==> src/rtl/match_alert_ctrl_pkg.sv <==
// Shared types and default widths for the match alert controller.
package match_alert_ctrl_pkg;

   localparam int DEF_PKT_ID_W = 16;
   localparam int DEF_IDX_W    = 12;
   localparam int DEF_CNT_W    = 32;

   // Cycles between a word entering the hash stage and its effect on match.
   // Hit capture assumes this is 1: the captured index is the previous word's.
   localparam int HASH_LAT     = 1;

   typedef enum logic [2:0] {
      ST_IDLE,
      ST_SCAN,
      ST_TAIL,
      ST_CLEAR,
      ST_WAIT
   } state_t;

   // Alert record at default widths, {pkt_id, word_idx} packing.
   typedef struct packed {
      logic [DEF_PKT_ID_W-1:0] pkt_id;
      logic [DEF_IDX_W-1:0]    word_idx;
   } alert_rec_t;

endpackage

==> src/rtl/match_alert_ctrl_if.sv <==
// Packet stream, hash-stage control and alert channel of the controller.
interface match_alert_ctrl_if
   import match_alert_ctrl_pkg::*;
#(
   parameter int PKT_ID_W = DEF_PKT_ID_W,
   parameter int IDX_W    = DEF_IDX_W
);
   logic                pkt_valid;
   logic                pkt_sop;
   logic                pkt_eop;
   logic                pkt_ready;
   logic                match;
   logic                match_en;
   logic                hash_rst;
   logic                alert_valid;
   logic                alert_ready;
   logic [PKT_ID_W-1:0] alert_pkt_id;
   logic [IDX_W-1:0]    alert_word_idx;

   // Environment side: upstream source, hash stage and host.
   modport master (
      output pkt_valid, pkt_sop, pkt_eop, match, alert_ready,
      input  pkt_ready, match_en, hash_rst, alert_valid, alert_pkt_id, alert_word_idx
   );

   // Controller side.
   modport slave (
      input  pkt_valid, pkt_sop, pkt_eop, match, alert_ready,
      output pkt_ready, match_en, hash_rst, alert_valid, alert_pkt_id, alert_word_idx
   );
endinterface

==> src/rtl/match_alert_ctrl_fifo.sv <==
// First-word-fall-through FIFO. Entry 0 is always the head, so dout and
// valid come straight from flops. Push while full is accepted when a pop
// happens in the same cycle.
module alert_fifo #(
   parameter int DEPTH = 4,
   parameter int WIDTH = 8
) (
   input  logic             clk,
   input  logic             rst,
   input  logic             push,
   input  logic [WIDTH-1:0] din,
   input  logic             pop,
   output logic [WIDTH-1:0] dout,
   output logic             valid,
   output logic             full,
   output logic             empty
);
   localparam int AW = (DEPTH > 1) ? $clog2(DEPTH) : 1;
   localparam int CW = $clog2(DEPTH + 1);

   logic [WIDTH-1:0] mem [DEPTH];
   logic [CW-1:0]    count, count_nxt;
   logic             do_push, do_pop;
   logic [AW-1:0]    wr_slot;

   // Qualify requests; a new entry lands just past the surviving entries.
   always_comb begin
      do_pop    = pop & (count != '0);
      do_push   = push & ((count != CW'(DEPTH)) | do_pop);
      count_nxt = count + CW'(do_push) - CW'(do_pop);
      wr_slot   = AW'(count - CW'(do_pop));
   end

   // Storage: shift toward the head on pop, then write the new entry.
   always_ff @(posedge clk) begin
      if (do_pop) begin
         for (int i = 0; i < DEPTH - 1; i++) mem[i] <= mem[i+1];
      end
      if (do_push) mem[wr_slot] <= din;
   end

   // Occupancy and registered head-valid flag.
   always_ff @(posedge clk) begin
      if (rst) begin
         count <= '0;
         valid <= 1'b0;
      end else begin
         count <= count_nxt;
         valid <= (count_nxt != '0);
      end
   end

   assign dout  = mem[0];
   assign full  = (count == CW'(DEPTH));
   assign empty = ~valid;

endmodule

==> src/rtl/match_alert_ctrl.sv <==
// Framing tracker and alert generator behind the hash/bloom match stage.
// Enables matching per word, latches the first hit of each packet, queues
// an alert at packet end and resets the hash stage before the next packet.
module match_alert_ctrl
   import match_alert_ctrl_pkg::*;
#(
   parameter int PKT_ID_W    = DEF_PKT_ID_W,
   parameter int IDX_W       = DEF_IDX_W,
   parameter int ALERT_DEPTH = 4,
   parameter int CLEAR_WAIT  = 2,
   parameter int CNT_W       = DEF_CNT_W
) (
   input  logic              clk,
   input  logic              rst,
   match_alert_ctrl_if.slave bus,
   output logic [CNT_W-1:0]  pkt_count,
   output logic [CNT_W-1:0]  alert_count,
   output logic [CNT_W-1:0]  drop_count,
   output logic [CNT_W-1:0]  err_count
);
   localparam int WAIT_W = (CLEAR_WAIT > 1) ? $clog2(CLEAR_WAIT) : 1;
   localparam int REC_W  = PKT_ID_W + IDX_W;

   state_t              state, state_nxt;
   logic [IDX_W-1:0]    word_idx;   // index the next accepted word gets
   logic [IDX_W-1:0]    last_idx;   // index of the most recently accepted word
   logic [IDX_W-1:0]    hit_idx;
   logic                hit;
   logic [PKT_ID_W-1:0] pkt_id;
   logic [WAIT_W-1:0]   wait_cnt;

   logic rdy, men, start, scan_word, err, clr, capture_win;
   logic fifo_full, fifo_empty, fifo_push, fifo_pop, want_push;
   logic [REC_W-1:0] fifo_dout;

   // State register.
   always_ff @(posedge clk) begin
      if (rst) state <= ST_IDLE;
      else     state <= state_nxt;
   end

   // Next state and per-cycle strobes.
   always_comb begin
      state_nxt   = state;
      rdy         = 1'b0;
      men         = 1'b0;
      start       = 1'b0;
      scan_word   = 1'b0;
      err         = 1'b0;
      clr         = 1'b0;
      capture_win = 1'b0;
      case (state)
         ST_IDLE: begin
            rdy = 1'b1;
            if (bus.pkt_valid) begin
               if (bus.pkt_sop) begin
                  men       = 1'b1;
                  start     = 1'b1;
                  state_nxt = bus.pkt_eop ? ST_TAIL : ST_SCAN;
               end else begin
                  err = 1'b1;  // stray word outside a packet
               end
            end
         end
         ST_SCAN: begin
            rdy         = 1'b1;
            men         = bus.pkt_valid;
            capture_win = 1'b1;
            if (bus.pkt_valid) begin
               scan_word = 1'b1;
               err       = bus.pkt_sop;  // nested sop is kept as payload
               if (bus.pkt_eop) state_nxt = ST_TAIL;
            end else begin
               err = 1'b1;  // bubble inside a packet
            end
         end
         ST_TAIL: begin
            capture_win = 1'b1;  // match for the eop word arrives now
            state_nxt   = ST_CLEAR;
         end
         ST_CLEAR: begin
            clr       = 1'b1;
            state_nxt = (CLEAR_WAIT == 0) ? ST_IDLE : ST_WAIT;
         end
         ST_WAIT: begin
            if (wait_cnt == WAIT_W'(CLEAR_WAIT - 1)) state_nxt = ST_IDLE;
         end
         default: state_nxt = ST_IDLE;
      endcase
   end

   // Word indexing, first-hit capture, packet id and settle counter.
   always_ff @(posedge clk) begin
      if (rst) begin
         word_idx <= '0;
         last_idx <= '0;
         hit      <= 1'b0;
         hit_idx  <= '0;
         pkt_id   <= '0;
         wait_cnt <= '0;
      end else begin
         if (start) begin
            word_idx <= IDX_W'(1);
            last_idx <= '0;
            hit      <= 1'b0;
         end else if (scan_word) begin
            last_idx <= word_idx;
            if (~&word_idx) word_idx <= word_idx + IDX_W'(1);
         end
         // match lags its word by one cycle, so last_idx names the hit word
         if (capture_win && bus.match && !hit) begin
            hit     <= 1'b1;
            hit_idx <= last_idx;
         end
         if (clr) pkt_id <= pkt_id + PKT_ID_W'(1);
         if (state == ST_WAIT) wait_cnt <= wait_cnt + WAIT_W'(1);
         else                  wait_cnt <= '0;
      end
   end

   assign fifo_pop  = bus.alert_ready & ~fifo_empty;
   assign want_push = clr & hit;
   assign fifo_push = want_push & (~fifo_full | fifo_pop);

   // Saturating statistics.
   always_ff @(posedge clk) begin
      if (rst) begin
         pkt_count   <= '0;
         alert_count <= '0;
         drop_count  <= '0;
         err_count   <= '0;
      end else begin
         if (err && ~&err_count) err_count <= err_count + CNT_W'(1);
         if (clr && ~&pkt_count) pkt_count <= pkt_count + CNT_W'(1);
         if (fifo_push && ~&alert_count) alert_count <= alert_count + CNT_W'(1);
         if (want_push && !fifo_push && ~&drop_count) drop_count <= drop_count + CNT_W'(1);
      end
   end

   alert_fifo #(
      .DEPTH (ALERT_DEPTH),
      .WIDTH (REC_W)
   ) u_alert_fifo (
      .clk   (clk),
      .rst   (rst),
      .push  (fifo_push),
      .din   ({pkt_id, hit_idx}),
      .pop   (fifo_pop),
      .dout  (fifo_dout),
      .valid (bus.alert_valid),
      .full  (fifo_full),
      .empty (fifo_empty)
   );

   // Reset gates the handshake off and holds the hash stage in reset.
   assign bus.pkt_ready      = rdy & ~rst;
   assign bus.match_en       = men & ~rst;
   assign bus.hash_rst       = rst | clr;
   assign bus.alert_pkt_id   = fifo_dout[REC_W-1:IDX_W];
   assign bus.alert_word_idx = fifo_dout[IDX_W-1:0];

endmodule

==> src/flat_wrapper.sv <==
// flat-port wrapper written by rule: the top's interface ports become plain ports
module match_alert_ctrl_flat import match_alert_ctrl_pkg::*;
#(
   parameter int PKT_ID_W    = DEF_PKT_ID_W,
   parameter int IDX_W       = DEF_IDX_W,
   parameter int ALERT_DEPTH = 4,
   parameter int CLEAR_WAIT  = 2,
   parameter int CNT_W       = DEF_CNT_W
)
  (clk, rst, pkt_count, alert_count, drop_count, err_count, bus_pkt_valid, bus_pkt_sop, bus_pkt_eop, bus_match, bus_alert_ready, bus_pkt_ready, bus_match_en, bus_hash_rst, bus_alert_valid, bus_alert_pkt_id, bus_alert_word_idx);
  match_alert_ctrl_if #(.PKT_ID_W(PKT_ID_W), .IDX_W(IDX_W)) bus_i ();
  input  logic clk;
  input  logic rst;
  output logic [CNT_W-1:0] pkt_count;
  output logic [CNT_W-1:0] alert_count;
  output logic [CNT_W-1:0] drop_count;
  output logic [CNT_W-1:0] err_count;
  input wire logic [$bits(bus_i.pkt_valid)-1:0] bus_pkt_valid;
  input wire logic [$bits(bus_i.pkt_sop)-1:0] bus_pkt_sop;
  input wire logic [$bits(bus_i.pkt_eop)-1:0] bus_pkt_eop;
  input wire logic [$bits(bus_i.match)-1:0] bus_match;
  input wire logic [$bits(bus_i.alert_ready)-1:0] bus_alert_ready;
  output wire logic [$bits(bus_i.pkt_ready)-1:0] bus_pkt_ready;
  output wire logic [$bits(bus_i.match_en)-1:0] bus_match_en;
  output wire logic [$bits(bus_i.hash_rst)-1:0] bus_hash_rst;
  output wire logic [$bits(bus_i.alert_valid)-1:0] bus_alert_valid;
  output wire logic [$bits(bus_i.alert_pkt_id)-1:0] bus_alert_pkt_id;
  output wire logic [$bits(bus_i.alert_word_idx)-1:0] bus_alert_word_idx;
  assign bus_i.pkt_valid = bus_pkt_valid;
  assign bus_i.pkt_sop = bus_pkt_sop;
  assign bus_i.pkt_eop = bus_pkt_eop;
  assign bus_i.match = bus_match;
  assign bus_i.alert_ready = bus_alert_ready;
  assign bus_pkt_ready = bus_i.pkt_ready;
  assign bus_match_en = bus_i.match_en;
  assign bus_hash_rst = bus_i.hash_rst;
  assign bus_alert_valid = bus_i.alert_valid;
  assign bus_alert_pkt_id = bus_i.alert_pkt_id;
  assign bus_alert_word_idx = bus_i.alert_word_idx;
  match_alert_ctrl #(.PKT_ID_W(PKT_ID_W), .IDX_W(IDX_W), .ALERT_DEPTH(ALERT_DEPTH), .CLEAR_WAIT(CLEAR_WAIT), .CNT_W(CNT_W)) u_core (.clk(clk), .rst(rst), .bus(bus_i), .pkt_count(pkt_count), .alert_count(alert_count), .drop_count(drop_count), .err_count(err_count));
endmodule
==> config.mk <==
export PLATFORM = sky130hd
export DESIGN_NAME = match_alert_ctrl_flat
export DESIGN_NICKNAME = d
export VERILOG_FILES = /design/src/rtl/match_alert_ctrl_pkg.sv /design/src/rtl/match_alert_ctrl_if.sv /design/src/rtl/match_alert_ctrl_fifo.sv /design/src/rtl/match_alert_ctrl.sv /design/src/flat_wrapper.sv
export SDC_FILE = /design/constraint.sdc
export NUM_CORES = 1
export LEC_CHECK = 0
export ABC_AREA = 1
export CAP_MARGIN = 20
export CORE_MARGIN = 8
export CORE_UTILIZATION = 49
export DETAILED_ROUTE_END_ITERATION = 10
export PLACE_DENSITY = 0.82
export SYNTH_ARGS = -nofsm -noshare
export SYNTH_HDL_FRONTEND = slang
export SYNTH_HIERARCHICAL = 1
export SYNTH_SLANG_ARGS = --single-unit
==> constraint.sdc <==
create_clock -name clk -period 4.8 [get_ports clk]
set_clock_uncertainty 0.2 [all_clocks]
set_input_delay 0.48 -clock clk [delete_from_list [all_inputs] [get_ports clk]]
set_output_delay 0.48 -clock clk [all_outputs]
set_load 0.02 [all_outputs]
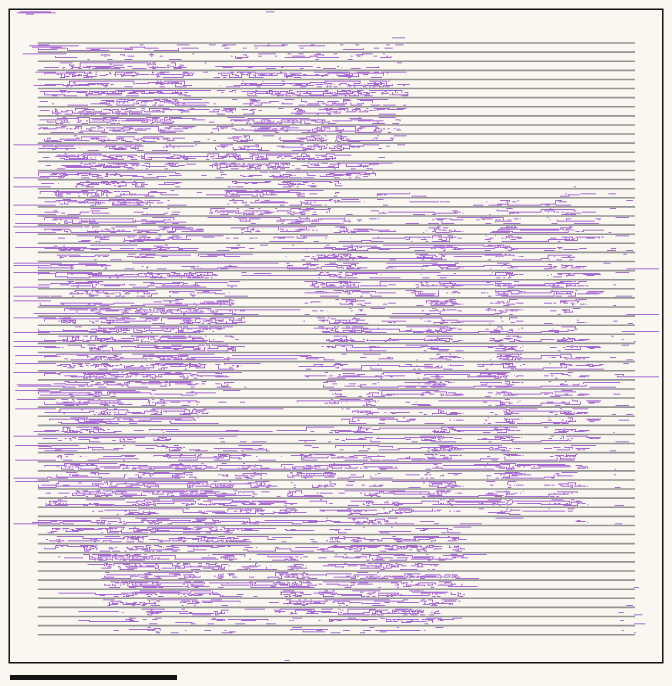
Fig. 1. Metal 1 (run 1).
The bar under the picture is 50 um long. Supply wires on this layer in gray.
The layer carries 17000 um of wire. The longest straight run is 66.7 um. The layer holds 44% of the routed length.

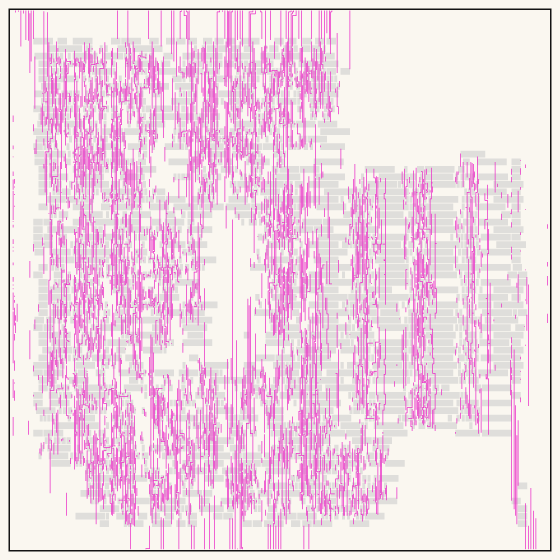
Fig. 2. Signal wires on met2 (run 1).
Cells faint in the background.
The layer carries 17700 um of wire. The wires run mostly vertical. The longest straight run is 74.8 um.
final wirelength: 38500 um
via count: 14120

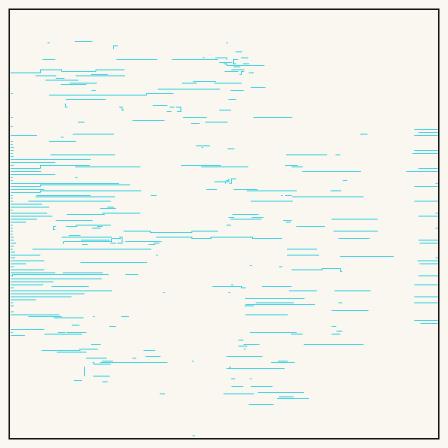
Fig. 3. Met3 routing (run 1).
The wires run mostly horizontal. The layer holds 8.0% of the routed length. 226 nets have wire on it.

==> out/notes.md, run 1 <==
• finished clean — run status
• 0 ps — total negative slack
• 3320 ps — data arrival time of the critical path
• 510 ps — later-pin clock latency in the skew report
• 112 — max reg flops
• 0.2414 — fraction of synthesized cell area taken by the top area cell type
• 0.3826 — fraction of standard cell area that is sequential
• 0.1958 — all-layer global routing usage
• 7197 um^2 — Multi-input gate area
• 0.3455 — share of synthesized cell area in and, or, nand and nor gates
• dfxtp_1 — most area-hungry cell type in the Yosys netlist
• 7.055 nW — Pleak
• u_core/u_alert_fifo/mem — Reg with most FFs
• register — Critical Path Sink Type
• 5.155 — detailed-route vias per instance
• 15670 um^2 — summed instance area of the synthesized netlist
• u_core/u_alert_fifo/mem[0][22] — endpoint of the lowest-slack register-to-register path
• dfxtp_1 24%, edfxtp_1 21%, nand2_1 15%, nor2_1 9.7%, inv_1 5.5% — Top area cell types
• 41 — synth unique cells
• 0 — final global-route overflow total
• 301 — Clock Sinks
• 262.9 ps — Worst Hold Slack
• 0.007665 — synthesized-area fraction occupied by adder cells
• no — RSZ-0062 raised after global routing
• 194.8 um — die x size
• 14.05 um — wire length per cell
• 0.3258 — met2 capacity usage during global routing
• 0.04180 — met3 Track Usage GR
• 167 — I/O pin count
• 2 — count of H-tree levels built during CTS
• 4770 ps — critical path required time
• 966.9 ps — pin slew with the least headroom to its limit
• u_core/u_alert_fifo/mem[0][22] — last element of the critical path
• 6 — Pre-antenna DRT Iters
• 2740 — non-filler cells in the finished layout
• 3066 um — metal3 WL
• 2175 — number of cell instances after yosys synthesis
• 1566 — mi-comb count
• 0.3853 — multi-input gate share of total cell area
• 3347 ps — post-layout minimum cycle time
• 0.4560 — sequential-to-total area share from yosys stat
• 112 — number of synthesized flops with an enable pin
• 2329 — Nets
• 0.05047 — share of final-layout standard cells stronger than drive strength 1
• 0.028 — portion of total power attributed to combinational logic
• 1450 ps — reg-to-reg setup timing slack
• 0.495 — clock share of power
• 626 x nand2_1, 404 x nor2_1, 231 x inv_1 — commonest cells in the netlist
• 175 — non-clock buffer count in the final layout
• combinational gates — Largest cell class
• 194.8 um — Vert. Die Dim
• met2 — most congested layer reported by global routing
• 91 — critical path peak fanout
• 0.06557 — share of final layout cell area taken by clock buffers and inverters
• 166 — count of buffers from port buffering
• 0 — number of hold violations in the final report
• 41 — final-layout clock buffer total
• 7 — instance count on the critical path
• nand2_1 — most numerous cell in the Yosys netlist
• 37960 um^2 — Die Footprint
• simple AND/OR/NAND/NOR gates — delay-heaviest family, CP
• 402 — inserted tap cell count
• 19.20% — area growth from synthesis to final layout
• 4.427 mW — cell-internal power
• 300.5 nW/um^2 — power per unit of standard cell area
• 2.68 mW — sequential group power
• u_core/last_idx[4] — hold path startpoint
• 0 — number of gates resized after cts
• u_core/state[0] — source of the worst register-to-register timing path
• 2757 — Layout fillers
• clkbuf_16 — root buffer selected by CTS
• 60 ps — Clock Pin Slew Worst Setup and Hold Paths
• 6 — number of warning messages in the yosys log
• 0.6974 — post-layout period usage of the worst path
• 0.5920 — post-layout utilization of the core
• 17460 um^2 — cell area reported after detailed placement
• u_core/last_idx[4] — sink of the worst hold path
• 1 — buffer-and-inverter tally for the worst setup path
• 0 — DRC violation count after routing
• 2175 — number of instances in the synthesized netlist
• 235 — number of non-clock inverters
• 0 — share of cell area taken by muxes after synthesis
Fig. 4: run 1, routing congestion
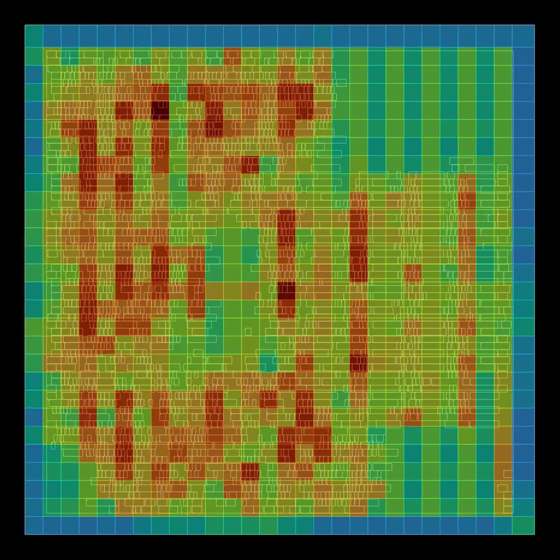

--- run 2 (diff from run 1) ---
- clock period: 4.8 -> 3.2 ns (I/O delays scaled with it)
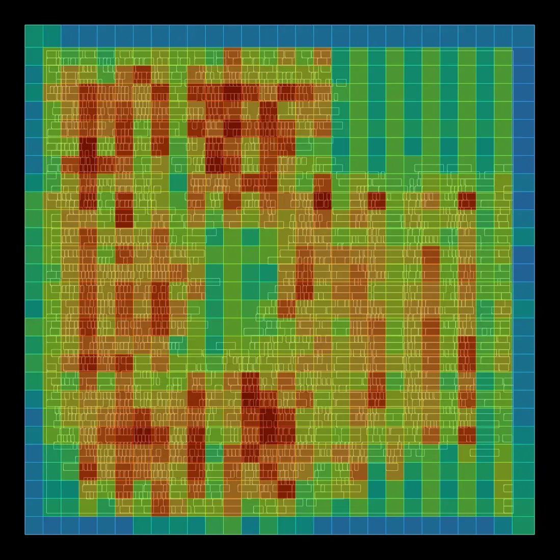
Fig. 5. Routing congestion (run 2).
post-layout utilization of the core: 0.5969
met3 Track Usage GR: 0.04975
wire length per cell: 14.13 um

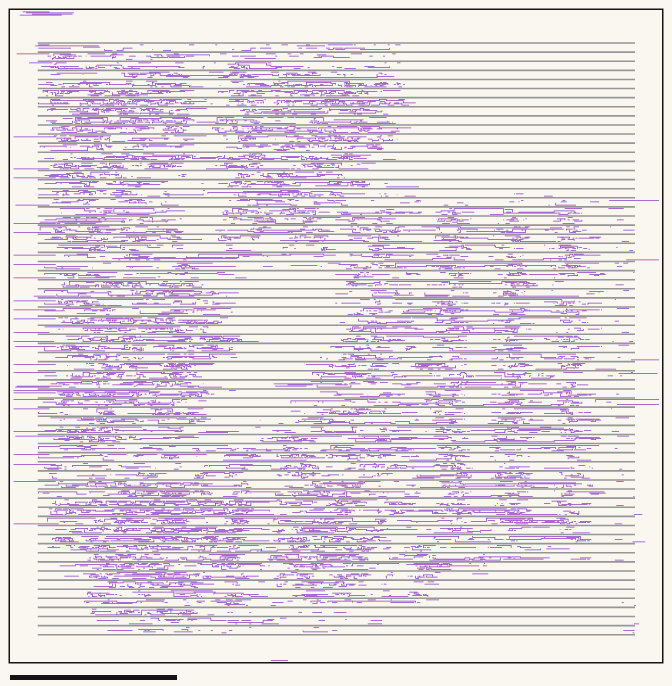
Fig. 6. Metal 1 (run 2).
The bar under the picture is 50 um long. Supply wires on this layer in gray.
The longest straight run is 49.7 um. The wires run mostly horizontal. The layer carries 16000 um of wire. 2210 nets have wire on it. The layer holds 41% of the routed length.
final wirelength: 38900 um
via count: 14500

==> run 2 against run 1 <==
Against the previous run: critical path depth decreased by 1; sequential share of layout area decreased by 0.32 points; setup slack got worse by 1200 ps; critical path type is now reg2out.
==> out/notes.md, run 2 <==
• register — nature of the critical path startpoint
• no — RSZ-0062 raised after global routing
• 8.471 mW — power after layout
• 0.3794 — fraction of standard cell area that is sequential, -0.003152
• 0 — n_diodes
• 188 — non-clock buffer count in the final layout, +7.4%
• 0 — number of gates resized after cts, unchanged
• 134 — pin count of the biggest net entering global routing
• 2680 ps — critical path required time, -2090 ps
• dfxtp_1 24%, edfxtp_1 21%, nand2_1 15%, nor2_1 9.7%, inv_1 5.5% — Top area cell types
• 166 — count of buffers from port buffering, unchanged
• 0.498 — clock share of power, +0.003
• 34 — total CTS buffers
• clkbuf_16 — root buffer selected by CTS
• 3563 um — metal3 WL, +16%
• 29 — tool warnings
• 15670 um^2 — yosys stat area
• 60 ps — Clock Pin Slew Worst Setup and Hold Paths, about the same
• 301 — flops & latches, synth
• 10 — Worst Reg-to-Reg Cells
• 18840 um^2 — final design instance area without fill
• 6 — number of warning messages in the yosys log, unchanged
• 0.05444 — share of final-layout standard cells stronger than drive strength 1, +0.003974
• clkdlybuf4s50_1 — Max stage delay cell, worst path
• 0 — setup fix buffers added after clock tree synthesis
• 343.9 MHz — highest achievable clock rate
• 6.706 mW — cell-internal power, +51%
• 2724 — Layout fillers, -1.2%
• u_core/u_alert_fifo/mem — Reg with most FFs
• u_core/pkt_count[0] — source of the worst register-to-register timing path
• 616.1 ps — pin slew with the least headroom to its limit, -350.8 ps
• 0.3471 — met2 capacity usage during global routing, +0.02125
• 0 — count of maximum capacitance violations
• 17610 um^2 — cell area reported after detailed placement, +0.88%
• 65630 um — global-route wire length before repair
• 292.5 ps — final setup margin
• 402 — inserted tap cell count, unchanged
• 39 — final-layout clock buffer total, -4.9%
• 4.02 mW — sequential group power, +50%
• 520 ps — reg-to-reg setup timing slack, -930 ps
• 640 ps — maximum single-stage delay on the critical path
• 0 — final global-route overflow total, unchanged
• 27990 um — detailed-placement wirelength estimate
• 2692 — number of placed instances, taps included
• 0 — final setup vio count
• 15670 um^2 — summed instance area of the synthesized netlist, unchanged
• 2342 — Nets, +0.56%
• 41 — synth unique cells, unchanged
• 6 — instance count on the critical path, -1
• output port — Critical Path Sink Type
• 167 — I/O pin count, unchanged
• nand2_1 — highest-count logic cell in the final layout
• 1566 — mi-comb count, unchanged
• 0.474 — register share of total power
• 194.8 um — Vert. Die Dim, unchanged
• 626 x nand2_1, 404 x nor2_1, 231 x inv_1, 189 x dfxtp_1, 165 x clkdlybuf4s50_1 — commonest cells after routing, fill and taps aside
• 0.9086 — post-layout period usage of the worst path
• 2390 ps — data arrival time of the critical path, -930 ps
• 4.22 mW — Clock group
• 37960 um^2 — Die Footprint, unchanged
• 0 — DRC violation count after routing, unchanged
• 2753 — non-filler cells in the finished layout, +0.47%
• 0.9395 — RePlAce Congestion
• 18490 um — met2 WL post-DR
• 449.7 nW/um^2 — power per unit of standard cell area, +50%
• 2175 — number of instances in the synthesized netlist, unchanged
• 0.007665 — synthesized-area fraction occupied by adder cells, unchanged
• dfxtp_1 — Most common reg cell
• 0 ps — total negative slack, unchanged
• 0 — share of cell area taken by muxes after synthesis, unchanged
• u_core/pkt_count[1] — endpoint of the lowest-slack register-to-register path
• 520 ps — later-pin clock latency in the skew report, about the same
• the clock network — biggest power consumer among the groups
• 2 — buffer-and-inverter tally for the worst setup path, +1
• nor2_2, nand2_1, nor2_4, inv_1, a21oi_1, clkdlybuf4s50_1 — cell-by-cell trace of the critical path
• 0.2414 — fraction of synthesized cell area taken by the top area cell type, unchanged
• 0.3455 — share of synthesized cell area in and, or, nand and nor gates, unchanged
• finished clean — run status
• 1 — antenna violations before repair
• 0.3824 — multi-input gate share of total cell area, -0.002842
• buffers and inverters — delay-heaviest family, CP
• 0.06510 — share of final layout cell area taken by clock buffers and inverters, -0.0004739
• 8 — Pre-antenna DRT Iters, +2
• 0 — Async SR Flop Fraction
• 7203 um^2 — Multi-input gate area, about the same
• 235 — number of non-clock inverters, unchanged
• 0.4560 — sequential-to-total area share from yosys stat, unchanged
• 0 — number of hold violations in the final report, unchanged
• 7.124 nW — Pleak, +0.98%
• 0.2433 — met1 global-route usage
• met2 — most congested layer reported by global routing
• 300.6 ps — post-placement worst setup slack
• 11 — critical path peak fanout, -88%
• simple AND/OR/NAND/NOR gates — top logic cell family in the synthesized netlist
• 31560 um^2 — placeable core area
• 15970 um — routed length on met1
• 2175 — number of cell instances after yosys synthesis, unchanged
• in2reg — class of the tightest hold or removal check
• 20.19% — area growth from synthesis to final layout
• 1245 — detailed router's first-iteration violation count
• 301 — Clock Sinks, unchanged
• bus_match_en — last element of the critical path
• 0.09661 — Post-Synth AOI/OAI Area
• 112 — number of synthesized flops with an enable pin, unchanged
• 0.09938 — buffer share of cell area
• 0.2006 — all-layer global routing usage, +0.004759
• rst — hold path startpoint
• 0.027 — portion of total power attributed to combinational logic, about the same
• 2 — count of H-tree levels built during CTS, unchanged
• combinational gates — Largest cell class
• built — CTS tree
• 0.5893 — Max transition margin
• 5.268 — detailed-route vias per instance, +2.2%
• 194.8 um — die x size, unchanged
• nand2_1 — most numerous cell in the Yosys netlist
• 71.42 ps — Worst Hold Slack, -191.5 ps
• u_core/state[2] — launching element of the worst setup path
• 626 x nand2_1, 404 x nor2_1, 231 x inv_1 — commonest cells in the netlist
• 13710 — vias in the first global route
• 65 — count of standard-cell rows
• 2 — hold-critical path depth
• 112 — max reg flops, unchanged
• u_core/pkt_id[0] — sink of the worst hold path
• 2907 ps — post-layout minimum cycle time
• dfxtp_1 — most area-hungry cell type in the Yosys netlist
Power and IR drop assume default switching activity.
